**config.mk**
```make
export PLATFORM = sky130hd
export DESIGN_NAME = alu_share_arbiter
export DESIGN_NICKNAME = d
export VERILOG_FILES = /design/src/rtl/alu_share_arbiter.sv
export SDC_FILE = /design/constraint.sdc
export NUM_CORES = 1
export LEC_CHECK = 0
export ABC_AREA = 0
export CORE_AREA = 8 8 250 252
export DETAILED_ROUTE_END_ITERATION = 12
export DIE_AREA = 0 0 258 260
export GPL_TIMING_DRIVEN = 0
export SETUP_SLACK_MARGIN = 0.4
export SLEW_MARGIN = 20
export SYNTH_ARGS = -nofsm -noshare
export SYNTH_HDL_FRONTEND = slang
export SYNTH_SLANG_ARGS = --single-unit
```
**constraint.sdc**
```tcl
create_clock -name clk_i -period 2.1 [get_ports clk_i]
set_clock_uncertainty 0.05 [all_clocks]
set_input_delay 0.21 -clock clk_i [delete_from_list [all_inputs] [get_ports clk_i]]
set_output_delay 0.21 -clock clk_i [all_outputs]
set_load 0.01 [all_outputs]
```
**src/rtl/alu_share_arbiter.sv**
```systemverilog
`default_nettype none
// ============================================================================
//  Module      : alu_share_arbiter
//  Description : Time-shares one combinational ALU between NR_REQ issue
//                requesters. A round-robin scan picks at most one eligible
//                requester per cycle, drives its operation onto the ALU and
//                captures the ALU result into that requester's one-entry
//                response slot, returned over a valid/ready handshake.
//  Ports       : clk_i / rst_ni       clock, synchronous active-low reset
//                flush_i              drop all buffered results, no grant
//                req_*                per-requester operation + handshake
//                alu_*                shared ALU drive and result return
//                resp_*               per-requester registered response
//                ops_count_o          saturating count of granted ops
//  Revision    : 1.0 - initial release
// ============================================================================
module alu_share_arbiter #(
    parameter int NR_REQ = 2,
    parameter int XLEN   = 64,
    parameter int OP_W   = 7,
    parameter int TID_W  = 3,
    parameter int CNT_W  = 32
) (
    input  logic                      clk_i,
    input  logic                      rst_ni,
    input  logic                      flush_i,
    input  logic [NR_REQ-1:0]         req_valid_i,
    output logic [NR_REQ-1:0]         req_ready_o,
    input  logic [NR_REQ*OP_W-1:0]    req_op_i,
    input  logic [NR_REQ*XLEN-1:0]    req_a_i,
    input  logic [NR_REQ*XLEN-1:0]    req_b_i,
    input  logic [NR_REQ*TID_W-1:0]   req_tid_i,
    output logic                      alu_valid_o,
    output logic [OP_W-1:0]           alu_op_o,
    output logic [XLEN-1:0]           alu_a_o,
    output logic [XLEN-1:0]           alu_b_o,
    input  logic [XLEN-1:0]           alu_result_i,
    input  logic                      alu_branch_i,
    output logic [NR_REQ-1:0]         resp_valid_o,
    input  logic [NR_REQ-1:0]         resp_ready_i,
    output logic [NR_REQ*XLEN-1:0]    resp_result_o,
    output logic [NR_REQ-1:0]         resp_branch_o,
    output logic [NR_REQ*TID_W-1:0]   resp_tid_o,
    output logic [CNT_W-1:0]          ops_count_o
);

    localparam int c_RR_W = (NR_REQ > 1) ? $clog2(NR_REQ) : 1;

    localparam logic [0:0] S_EMPTY = 1'b0;
    localparam logic [0:0] S_FULL  = 1'b1;

    logic [c_RR_W-1:0] r_rr;
    logic [c_RR_W-1:0] w_rr_next;
    logic [c_RR_W-1:0] w_winner;
    logic [c_RR_W-1:0] w_scan;
    logic [c_RR_W:0]   w_scan_ext;
    logic              w_grant;
    logic [NR_REQ-1:0] w_slot_full;
    logic [NR_REQ-1:0] w_eligible;
    logic [NR_REQ-1:0] w_grant_vec;
    logic [CNT_W-1:0]  r_ops_count;

    // A full slot can still accept when it is drained in the same cycle.
    // Grants are held off during reset and flush.
    assign w_eligible = req_valid_i & (~w_slot_full | resp_ready_i)
                      & {NR_REQ{rst_ni & ~flush_i}};

    // Round-robin scan starting at r_rr; the index wraps modulo NR_REQ,
    // which need not be a power of two.
    always_comb begin
        w_grant    = 1'b0;
        w_winner   = '0;
        w_scan_ext = '0;
        w_scan     = '0;
        for (int k = 0; k < NR_REQ; k++) begin
            w_scan_ext = {1'b0, r_rr} + (c_RR_W+1)'(k);
            if (w_scan_ext >= (c_RR_W+1)'(NR_REQ)) begin
                w_scan_ext = w_scan_ext - (c_RR_W+1)'(NR_REQ);
            end
            w_scan = w_scan_ext[c_RR_W-1:0];
            if (!w_grant && w_eligible[w_scan]) begin
                w_grant  = 1'b1;
                w_winner = w_scan;
            end
        end
    end

    assign w_rr_next = (w_winner == c_RR_W'(NR_REQ - 1)) ? '0
                                                          : w_winner + c_RR_W'(1);

    // ALU drive: winner's fields, zero when idle.
    always_comb begin
        alu_valid_o = w_grant;
        alu_op_o    = '0;
        alu_a_o     = '0;
        alu_b_o     = '0;
        if (w_grant) begin
            alu_op_o = req_op_i[int'(w_winner)*OP_W +: OP_W];
            alu_a_o  = req_a_i[int'(w_winner)*XLEN +: XLEN];
            alu_b_o  = req_b_i[int'(w_winner)*XLEN +: XLEN];
        end
    end

    always_ff @(posedge clk_i) begin
        if (!rst_ni) begin
            r_rr <= '0;
        end else if (w_grant) begin
            r_rr <= w_rr_next;
        end
    end

    always_ff @(posedge clk_i) begin
        if (!rst_ni) begin
            r_ops_count <= '0;
        end else if (w_grant && (r_ops_count != {CNT_W{1'b1}})) begin
            r_ops_count <= r_ops_count + CNT_W'(1);
        end
    end

    assign ops_count_o = r_ops_count;
    assign req_ready_o = w_grant_vec;

    // Per-requester response slot: EMPTY/FULL state machine plus data.
    for (genvar i = 0; i < NR_REQ; i++) begin : g_slot
        logic [0:0]       r_state;
        logic [0:0]       w_state_next;
        logic             w_full;
        logic [XLEN-1:0]  r_result;
        logic             r_branch;
        logic [TID_W-1:0] r_tid;

        assign w_grant_vec[i] = w_grant && (w_winner == c_RR_W'(i));

        always_ff @(posedge clk_i) begin
            if (!rst_ni) begin
                r_state <= S_EMPTY;
            end else begin
                r_state <= w_state_next;
            end
        end

        // Refill takes precedence over drain so a consumed slot can be
        // reloaded in the same cycle without a bubble.
        always_comb begin
            w_state_next = r_state;
            if (flush_i) begin
                w_state_next = S_EMPTY;
            end else if (w_grant_vec[i]) begin
                w_state_next = S_FULL;
            end else if ((r_state == S_FULL) && resp_ready_i[i]) begin
                w_state_next = S_EMPTY;
            end
        end

        always_comb begin
            w_full = (r_state == S_FULL);
        end

        // Data registers hold their last value while the slot is empty.
        always_ff @(posedge clk_i) begin
            if (!rst_ni) begin
                r_result <= '0;
                r_branch <= 1'b0;
                r_tid    <= '0;
            end else if (w_grant_vec[i]) begin
                r_result <= alu_result_i;
                r_branch <= alu_branch_i;
                r_tid    <= req_tid_i[i*TID_W +: TID_W];
            end
        end

        assign w_slot_full[i]                  = w_full;
        assign resp_valid_o[i]                 = w_full;
        assign resp_result_o[i*XLEN +: XLEN]   = r_result;
        assign resp_branch_o[i]                = r_branch;
        assign resp_tid_o[i*TID_W +: TID_W]    = r_tid;
    end

endmodule
`default_nettype wire

```
Figure 1. Wires at chosen ports, followed through buffers.
Bar = 100 um.
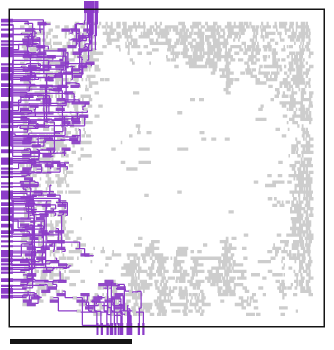
port	color	bits	direction	end cells	wire
`resp_result_o`	purple	128	output	128	6460 um
Port Buf Inserts: 654
IO Pins: 656

Figure 2. Met2 routing.
Cells faint in the background.
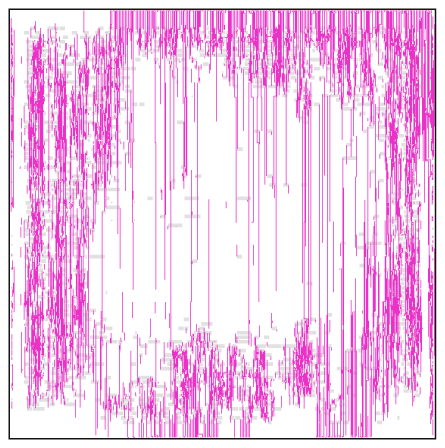
longest straight run	193 um
wire length on this layer	35.5 mm
share of all routed wire	51%
main direction	vertical
nets with wire on the layer	2036

==> results.py <==
# Synthesis and PnR figures
metrics = {
    "logic_synthesis": {
        "yosys_cells": 1257,
        "ys.flops": 171,
        "top_cell_area_share_pct": 41.1,
        "yosys_area_um2": 8330,
        "synth.area.top_cells": "dfxtp_1 41%, nand2_1 25%, a21oi_1 18%, clkbuf_1 2.8%, o31ai_1 2.0%",
    },
    "global_routing": {
        "met2_usage_pct": 35.7,
        "grt_use_total_pct": 19.5,
        "antenna_found_initial": 32,
        "grt_use_met3_pct": 8.33,
        "grt_pass1_wl_um": 94200,
        "grt_pass1_vias": 12500,
    },
    "clocking": {
        "cts-root-buf": "clkbuf_16",
        "clk_pin_slew_worst_paths_ps": 60,
        "clock-sinks": 171,
        "clock_path_buffers": 2,
        "cts-buffers-inserted": 17,
        "insertion_delay_ps": 450,
    },
    "final_layout": {
        "mostFrequentLayoutCells": "516 x clkdlybuf4s50_1, 478 x nand2_1, 163 x a21oi_1, 154 x dfxtp_1, 119 x a21oi_2",
        "utilization_pct": 32.1,
        "synthToLayoutAreaGrowth_pct": 125,
        "mostFrequentLayoutCell": "clkdlybuf4s50_1",
        "comb_area_um2": 5510,
        "nFillCells": 6213,
        "nets": 2341,
    },
    "setup_path": {
        "ff2ff_setup_slack_ps": -120,
        "critPathKind": "input port to output pin",
        "path_cells": "clkdlybuf4s50_1, nand2b_4, nand2_4, o2111ai_4, buf_12, clkbuf_16, buf_8, nand2_1, a21oi_2, buf_2",
        "arrival_ps": 2150,
        "critPathLaunchType": "input port",
        "endpoint_kind": "output pin",
    },
    "place": {
        "place_ws_ps": -1950,
        "place_inst": 2684,
        "place.gp.congestion": 0.911,
        "placed_area_um2": 16500,
    },
    "die": {
        "core_util_floorplan_pct": 14.3,
        "die_y_um": 260,
        "coreArea_um2": 58500,
    },
    "routing": {
        "drt-total-wl_um": 70200,
        "viasPerCell": 4.36,
        "wl_per_cell_um": 25.2,
        "drtIter0Drc": 783,
        "drtAntennaViolNets": 0,
    },
    "power": {
        "power.switching_mw": 2.46,
        "total_power_mw": 8.93,
        "clkPwrFrac_pct": 36.6,
        "worst_ir_drop_vdd_mv": 0.570,
        "seqPwrFrac_pct": 37.7,
        "p_int_mw": 6.47,
        "p_sw_share_pct": 27.5,
        "power_density_nw_per_um2": 476,
        "leakagePower_nw": 6.88,
    },
    "timing": {
        "setup_viol": 158,
        "final.setup.worst_slack_ps": -311,
        "relSlewSlack_pct": 38.2,
        "rsz0062_at_grt": "true",
        "setup_tns_ps": -31050,
        "max_clock_freq_mhz": 415,
        "finalHoldViolations": 0,
        "holdWs_ps": 20.1,
        "maxSlewViolCount": 0,
        "tightest_slew_ps": 927,
    },
    "outcome": {
        "failed_checks": "negative setup slack",
        "status": "finished, violations left",
    },
    "hold_path": {
        "min_path_type": "input port to flip-flop",
    },
    "run": {
        "warnings": 29,
    },
}
Figure 3. Met1 routing.
Supply wires on this layer in gray. Cells faint in the background.
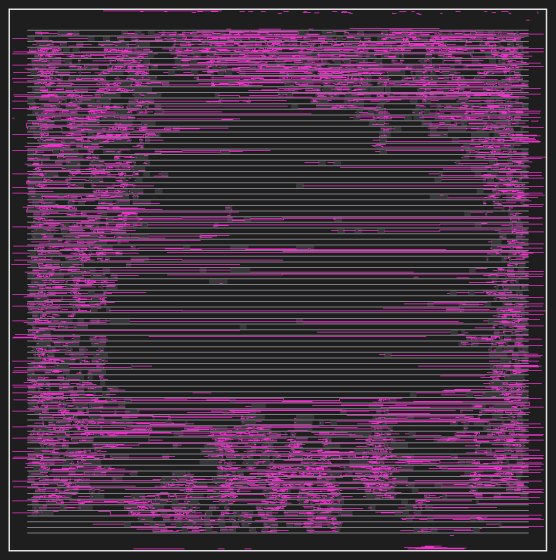
nets with wire on the layer	2168
main direction	horizontal
wire length on this layer	26.7 mm
longest straight run	181 um

## final cells by class
type / count / area share [%]
inverter: 9 / 0.327
buffer: 103 / 6.52
clock inverter: 11 / 0.767
antenna: 9 / 0.120
sequential: 171 / 18.4
clock buffer: 18 / 2.40
timing repair buffer: 716 / 36.9
multi-input combinational: 974 / 29.4
tap: 773 / 5.15
## per-layer routing
metal / part of all wire (%) / vias to the layer above / wire length [um]
li1: - / 5678 / -
met1: 38 / 5784 / 26700
met2: 51 / 598 / 35500
met3: 9.7 / 81 / 6800
met4: 1.7 / 8 / 1230
met5: 0.078 / - / 55
## cells by family (layout without fill, tap and decap cells)
group                    after synthesis  in the layout  synth area share (%)
AND-OR/OR-AND                        332            332                  20.9
flip-flops                           171            171                  41.1
adder cells (fa/ha/maj)                1              1                 0.150
buffers and inverters                112            857                  5.92
other                                  0              9                     0
AND/OR/NAND/NOR                      637            637                  31.5
multiplexers                           4              4                 0.481
## final timing paths
kind | cells past startpoint | start | to
setup / recovery | 10 | resp_ready_i[0] | alu_b_o[23]
hold / removal | 3 | rst_ni | ops_count_o[28]
setup reg to reg | 7 | ops_count_o[5] | ops_count_o[30]
hold reg to reg | 2 | g_slot[0].r_result[8] | g_slot[0].r_result[8]
## power groups by stage
stage	Combinational (mW)	Sequential [mW]	Clock [mW]
6_report	2.29	3.37	3.27
5_1_grt	2.43	3.38	3.49
4_1_cts	2.23	3.37	3.38
3_5_place_dp	2.02	3.44	0
3_3_place_gp	2.01	3.44	0
2_1_floorplan	0.601	3.47	0
## registers in the layout, summed over array words and instances, names as in the netlist
name / flops
g_slot.r_result: 128
ops_count_o: 32
g_slot.r_state: 2
r_rr: 1
g_slot.r_branch: 2
g_slot.r_tid: 6
No activity file was given, so power comes from the tool's default toggle rates.
